Fig. 1: signal wires on met1
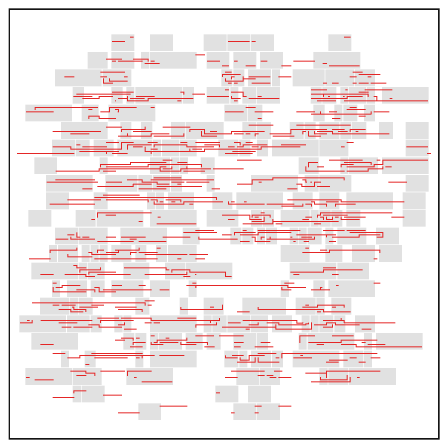
Fig. 2: met2 routing
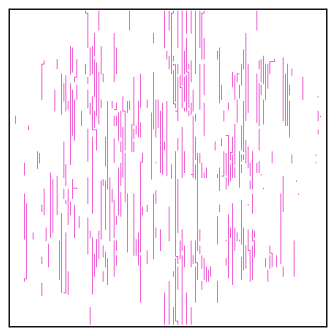
**src/rtl/goal_pkg.sv**
```systemverilog
// -----------------------------------------------------------------------------
// goal_pkg
// Shared types and constants for the foosball goal/game-flow logic.
//   state_e      : main game-flow states of goal_controller
//   blink_cmd_e  : per-cycle command from goal_controller to frame_blinker
//   SCORE_W      : width of each player's score
//   FRAME_CNT_W  : width of the frame and blink counters
//   COORD_W      : width of the ball X/Y coordinates
//   Screen geometry (640x480) and the goal size it implies, used as the
//   default goal-mouth parameters.
//   sat_inc()    : score increment that saturates at a limit
// -----------------------------------------------------------------------------
package goal_pkg;

  localparam int unsigned SCORE_W     = 4;
  localparam int unsigned FRAME_CNT_W = 8;
  localparam int unsigned COORD_W     = 11;

  // Default screen geometry; the goals are centred vertically on each edge.
  localparam int unsigned SCREEN_W     = 640;
  localparam int unsigned SCREEN_H     = 480;
  localparam int unsigned GOAL_DEPTH   = 20;
  localparam int unsigned GOAL_MOUTH_H = 100;

  typedef enum logic [2:0] {
    PLAY,
    SHOW,
    RESPAWN,
    ARM,
    OVER
  } state_e;

  // CLEAR: counters 0, sprite off.   START: counters 0, sprite on.
  // RUN  : count frames and blink.   HOLD : counters 0, sprite steady on.
  typedef enum logic [1:0] {
    BLINK_CLEAR,
    BLINK_START,
    BLINK_RUN,
    BLINK_HOLD
  } blink_cmd_e;

  function automatic logic [SCORE_W-1:0] sat_inc(input logic [SCORE_W-1:0] v,
                                                 input logic [SCORE_W-1:0] lim);
    return (v >= lim) ? lim : v + SCORE_W'(1);
  endfunction

endpackage

```
**src/rtl/frame_blinker.sv**
```systemverilog
// -----------------------------------------------------------------------------
// frame_blinker
// Frame-based timer for the GOAL celebration. Counts startOfFrame pulses while
// running, toggles the sprite phase every BLINK_FRAMES frames and flags the
// last frame of a SHOW_FRAMES-long celebration.
//   CLK, RESET    : clock, synchronous active-high reset
//   cmd           : what to do this cycle (clear / start / run / hold on)
//   startOfFrame  : one-cycle pulse per video frame
//   phase         : registered sprite enable (drives goal_ena directly)
//   done          : combinational; high on the startOfFrame that ends the
//                   celebration (frame_cnt == SHOW_FRAMES-1)
// -----------------------------------------------------------------------------
module frame_blinker
  import goal_pkg::*;
#(
  parameter int unsigned SHOW_FRAMES  = 120,
  parameter int unsigned BLINK_FRAMES = 15
) (
  input  logic       CLK,
  input  logic       RESET,
  input  blink_cmd_e cmd,
  input  logic       startOfFrame,
  output logic       phase,
  output logic       done
);

  localparam logic [FRAME_CNT_W-1:0] LAST_FRAME = FRAME_CNT_W'(SHOW_FRAMES - 1);
  localparam logic [FRAME_CNT_W-1:0] LAST_BLINK = FRAME_CNT_W'(BLINK_FRAMES - 1);

  logic [FRAME_CNT_W-1:0] frame_cnt;
  logic [FRAME_CNT_W-1:0] blink_cnt;

  // Counters sit at zero outside a celebration, so done only matters while
  // the controller is showing; it ignores done in every other state.
  assign done = startOfFrame && (frame_cnt == LAST_FRAME);

  // NOTE: flops are written with non-blocking assignments so every register
  // samples pre-edge values; blocking ones would make results order-dependent.
  always_ff @(posedge CLK) begin
    if (RESET) begin
      frame_cnt <= '0;
      blink_cnt <= '0;
      phase     <= 1'b0;
    end else begin
      case (cmd)
        BLINK_START: begin
          frame_cnt <= '0;
          blink_cnt <= '0;
          phase     <= 1'b1;
        end
        BLINK_RUN: begin
          if (startOfFrame) begin
            frame_cnt <= frame_cnt + FRAME_CNT_W'(1);
            if (blink_cnt == LAST_BLINK) begin
              blink_cnt <= '0;
              phase     <= ~phase;
            end else begin
              blink_cnt <= blink_cnt + FRAME_CNT_W'(1);
            end
          end
        end
        BLINK_HOLD: begin
          frame_cnt <= '0;
          blink_cnt <= '0;
          phase     <= 1'b1;
        end
        default: begin
          frame_cnt <= '0;
          blink_cnt <= '0;
          phase     <= 1'b0;
        end
      endcase
    end
  end

endmodule

```
**src/rtl/goal_controller.sv**
```systemverilog
// -----------------------------------------------------------------------------
// goal_controller
// Game-flow block for the foosball screen. Watches the ball at each frame
// start, scores goals, freezes play while the GOAL sprite blinks, then
// requests a ball respawn (or ends the match when a player reaches WIN_SCORE).
//   CLK, RESET    : clock, synchronous active-high reset
//   startOfFrame  : one-cycle pulse per VGA frame; ball is sampled only then
//   ball_X/ball_Y : ball top-left position
//   new_game      : one-cycle pulse; clears scores and respawns the ball
//   goal_ena      : GOAL sprite enable (blinks during the celebration)
//   freeze        : halts ball and rod motion
//   ball_reset    : one-cycle pulse; re-centre the ball
//   score_left/_right : player scores, saturating at WIN_SCORE
//   game_over     : a player has reached WIN_SCORE
// All outputs come straight from flops.
// -----------------------------------------------------------------------------
module goal_controller
  import goal_pkg::*;
#(
  parameter int unsigned GOAL_LEFT_X   = GOAL_DEPTH,
  parameter int unsigned GOAL_RIGHT_X  = SCREEN_W - GOAL_DEPTH,
  parameter int unsigned GOAL_Y_TOP    = (SCREEN_H - GOAL_MOUTH_H) / 2,
  parameter int unsigned GOAL_Y_BOTTOM = (SCREEN_H + GOAL_MOUTH_H) / 2,
  parameter int unsigned SHOW_FRAMES   = 120,
  parameter int unsigned BLINK_FRAMES  = 15,
  parameter int unsigned WIN_SCORE     = 5
) (
  input  logic               CLK,
  input  logic               RESET,
  input  logic               startOfFrame,
  input  logic [COORD_W-1:0] ball_X,
  input  logic [COORD_W-1:0] ball_Y,
  input  logic               new_game,
  output logic               goal_ena,
  output logic               freeze,
  output logic               ball_reset,
  output logic [SCORE_W-1:0] score_left,
  output logic [SCORE_W-1:0] score_right,
  output logic               game_over
);

  localparam logic [COORD_W-1:0] LEFT_X = COORD_W'(GOAL_LEFT_X);
  localparam logic [COORD_W-1:0] RIGHT_X = COORD_W'(GOAL_RIGHT_X);
  localparam logic [COORD_W-1:0] Y_TOP = COORD_W'(GOAL_Y_TOP);
  localparam logic [COORD_W-1:0] Y_BOTTOM = COORD_W'(GOAL_Y_BOTTOM);
  localparam logic [SCORE_W-1:0] WIN = SCORE_W'(WIN_SCORE);

  state_e             state;
  state_e             state_next;
  logic [SCORE_W-1:0] score_left_next;
  logic [SCORE_W-1:0] score_right_next;
  logic               freeze_next;
  logic               ball_reset_next;
  logic               game_over_next;
  blink_cmd_e         blink_cmd;
  logic               blink_done;

  logic in_mouth_y;
  logic in_left;
  logic in_right;

  // Goal tests on the raw unsigned coordinates. The left test is checked
  // first in the FSM, so it wins if the parameters ever make both true.
  assign in_mouth_y = (ball_Y >= Y_TOP) && (ball_Y < Y_BOTTOM);
  assign in_left    = (ball_X < LEFT_X) && in_mouth_y;
  assign in_right   = (ball_X >= RIGHT_X) && in_mouth_y;

  frame_blinker #(
    .SHOW_FRAMES (SHOW_FRAMES),
    .BLINK_FRAMES(BLINK_FRAMES)
  ) u_blinker (
    .CLK         (CLK),
    .RESET       (RESET),
    .cmd         (blink_cmd),
    .startOfFrame(startOfFrame),
    .phase       (goal_ena),
    .done        (blink_done)
  );

  always_ff @(posedge CLK) begin
    if (RESET) begin
      state       <= PLAY;
      score_left  <= '0;
      score_right <= '0;
      freeze      <= 1'b0;
      ball_reset  <= 1'b0;
      game_over   <= 1'b0;
    end else begin
      state       <= state_next;
      score_left  <= score_left_next;
      score_right <= score_right_next;
      freeze      <= freeze_next;
      ball_reset  <= ball_reset_next;
      game_over   <= game_over_next;
    end
  end

  // NOTE: every signal below is given a default first, so no path through the
  // block leaves it unassigned and no latch is inferred.
  always_comb begin
    state_next       = state;
    score_left_next  = score_left;
    score_right_next = score_right;

    if (new_game) begin
      // Overrides any goal seen in the same cycle.
      state_next       = RESPAWN;
      score_left_next  = '0;
      score_right_next = '0;
    end else begin
      case (state)
        PLAY: begin
          if (startOfFrame && in_left) begin
            score_right_next = sat_inc(score_right, WIN);
            state_next       = SHOW;
          end else if (startOfFrame && in_right) begin
            score_left_next = sat_inc(score_left, WIN);
            state_next      = SHOW;
          end
        end
        SHOW: begin
          if (blink_done) begin
            state_next = ((score_left == WIN) || (score_right == WIN)) ? OVER : RESPAWN;
          end
        end
        RESPAWN: state_next = ARM;
        // The first frame after a respawn is never scored: the ball position
        // may still be the stale in-goal one from before the re-centre.
        ARM: begin
          if (startOfFrame) begin
            state_next = PLAY;
          end
        end
        OVER: state_next = OVER;
        default: state_next = PLAY;
      endcase
    end

    // Outputs are registered from the next state so they line up with it.
    freeze_next     = (state_next == SHOW) || (state_next == RESPAWN) || (state_next == OVER);
    ball_reset_next = (state_next == RESPAWN);
    game_over_next  = (state_next == OVER);

    case (state_next)
      SHOW:    blink_cmd = (state == SHOW) ? BLINK_RUN : BLINK_START;
      OVER:    blink_cmd = BLINK_HOLD;
      default: blink_cmd = BLINK_CLEAR;
    endcase
  end

endmodule
```
**config.mk**
```make
export PLATFORM = sky130hd
export DESIGN_NAME = goal_controller
export DESIGN_NICKNAME = d
export VERILOG_FILES = /design/src/rtl/goal_pkg.sv /design/src/rtl/frame_blinker.sv /design/src/rtl/goal_controller.sv
export SDC_FILE = /design/constraint.sdc
export NUM_CORES = 1
export LEC_CHECK = 0
export CORE_UTILIZATION = 40
export CTS_BUF_LIST = sky130_fd_sc_hd__clkbuf_8
export CTS_CLUSTER_SIZE = 40
export DETAILED_ROUTE_END_ITERATION = 8
export PLACE_DENSITY = 0.66
export SYNTH_ARGS = -nofsm -noshare
export SYNTH_HDL_FRONTEND = slang
export SYNTH_SLANG_ARGS = --single-unit
```
**constraint.sdc**
```tcl
create_clock -name CLK -period 3.24 [get_ports CLK]
set_clock_uncertainty 0.1 [all_clocks]
set_input_delay 0.648 -clock CLK [delete_from_list [all_inputs] [get_ports CLK]]
set_output_delay 0.648 -clock CLK [all_outputs]
set_load 0.05 [all_outputs]
```
==> metrics.log <==
[report] implementation figures
[metrics] status: finished clean
[metrics] Synthesized registers: 31
[metrics] global-route wire length before repair: 5.80 mm
[metrics] number of buffers inserted to repair setup after CTS: 0
[metrics] YS chip area: between 1500 and 2000 um2
[metrics] total number of cells along the worst setup path: 7
[metrics] detailed router's first-iteration violation count: 77
[metrics] total instance count after detailed placement: approximately 270
[metrics] initial antenna violation count: 0
[metrics] Cell Count, Final, Fillers Out: roughly 280
[metrics] Clock net power: approximately 0.00030 W
[metrics] CTS tree: done
[metrics] via/cell ratio: about 5.3
[metrics] clock latency on the worst-skew pair: ~0.28 ns
[metrics] Placer Congestion: around 0.8
[metrics] number of diodes: 0
[metrics] launching element type of the critical path: input pin
[metrics] class of the tightest hold or removal check: reg2reg
[metrics] IO Port Bufs: 34
[metrics] finished layout cell area: roughly 2100 um2
[metrics] Power Total: 0.000769 W
[metrics] Max-area cell share: 0.376
[metrics] Avg Cell Area, Syn: approximately 8.7 um2
[metrics] post-DP HPWL: 2.70 mm
[metrics] post-synth net total: between 200 and 250
## Picture notes: Fig. 1
228 nets have wire on it. The layer holds 45% of the routed length.
Final Routed Wirelength: 3.47 mm
total number of vias: 1,467
global routing usage on met1: 0.197

## Picture notes: Fig. 2
The wires run mostly vertical. The longest straight run is 21.9 um. 214 nets have wire on it. The layer holds 51% of the routed length. The layer carries 1,750 um of wire.
global routing usage on met2: 0.309

-- routing by layer --
metal	routed length, um	vias to the layer above	GRT usage	part of all wire
li1	-	747	-	-
met1	1550	688	0.197	0.45
met2	1750	27	0.309	0.51
met3	133	5	0.0483	0.038
met4	32	0	0.0559	0.0092
met5	0	-	0	0
-- layout by cell type (no fill, tap or decap), types with 6 or more instances in the layout --
cell type,netlist,layout
clkdlybuf4s50_1,0,34
dfxtp_1,31,31
nor2_1,29,29
a21oi_1,11,11
nand2_1,10,10
xor2_1,10,10
ha_1,9,9
nor3_1,8,8
nand3_1,7,7
inv_1,6,6
clkbuf_8,0,6
-- state kept, by name (all words and copies together), names as in the netlist --
signal and count:
score_left 4, u_blinker.phase 1, game_over 1, score_right 4
state 3, freeze 1, ball_reset 1, u_blinker.frame_cnt 8
u_blinker.blink_cnt 8
-- cell families after synthesis --
logic type / after synthesis / synth area share
AOI/OAI and AO/OA: 32 / 0.141
xor gates and xnor gates: 13 / 0.0689
adders and majority gates: 9 / 0.0682
buffers and inverters: 11 / 0.0303
DFF: 31 / 0.376
muxes: 3 / 0.0182
and+or+nand+nor: 90 / 0.298
-- path summary, 6_finish.rpt --
path,start,endpoint,slack [ns]
min reg2reg,u_blinker.frame_cnt[7],u_blinker.frame_cnt[7],0.42
min,u_blinker.frame_cnt[7],u_blinker.frame_cnt[7],0.42
max,ball_Y[3],score_right[2],0.59
max reg2reg,u_blinker.blink_cnt[0],u_blinker.phase,1.02
-- final cells by class --
class | count | area, um2
Inverter | 6 | 22.5
Multi-Input combinational cell | 147 | 981
Clock inverter | 1 | 5.00
Timing Repair Buffer | 36 | 355
Fill cell | 352 | 1670
Sequential cell | 31 | 621
Tap cell | 48 | 60.1
Clock buffer | 6 | 82.6
Power figures rest on the tool's default switching activity, not on a simulated workload.
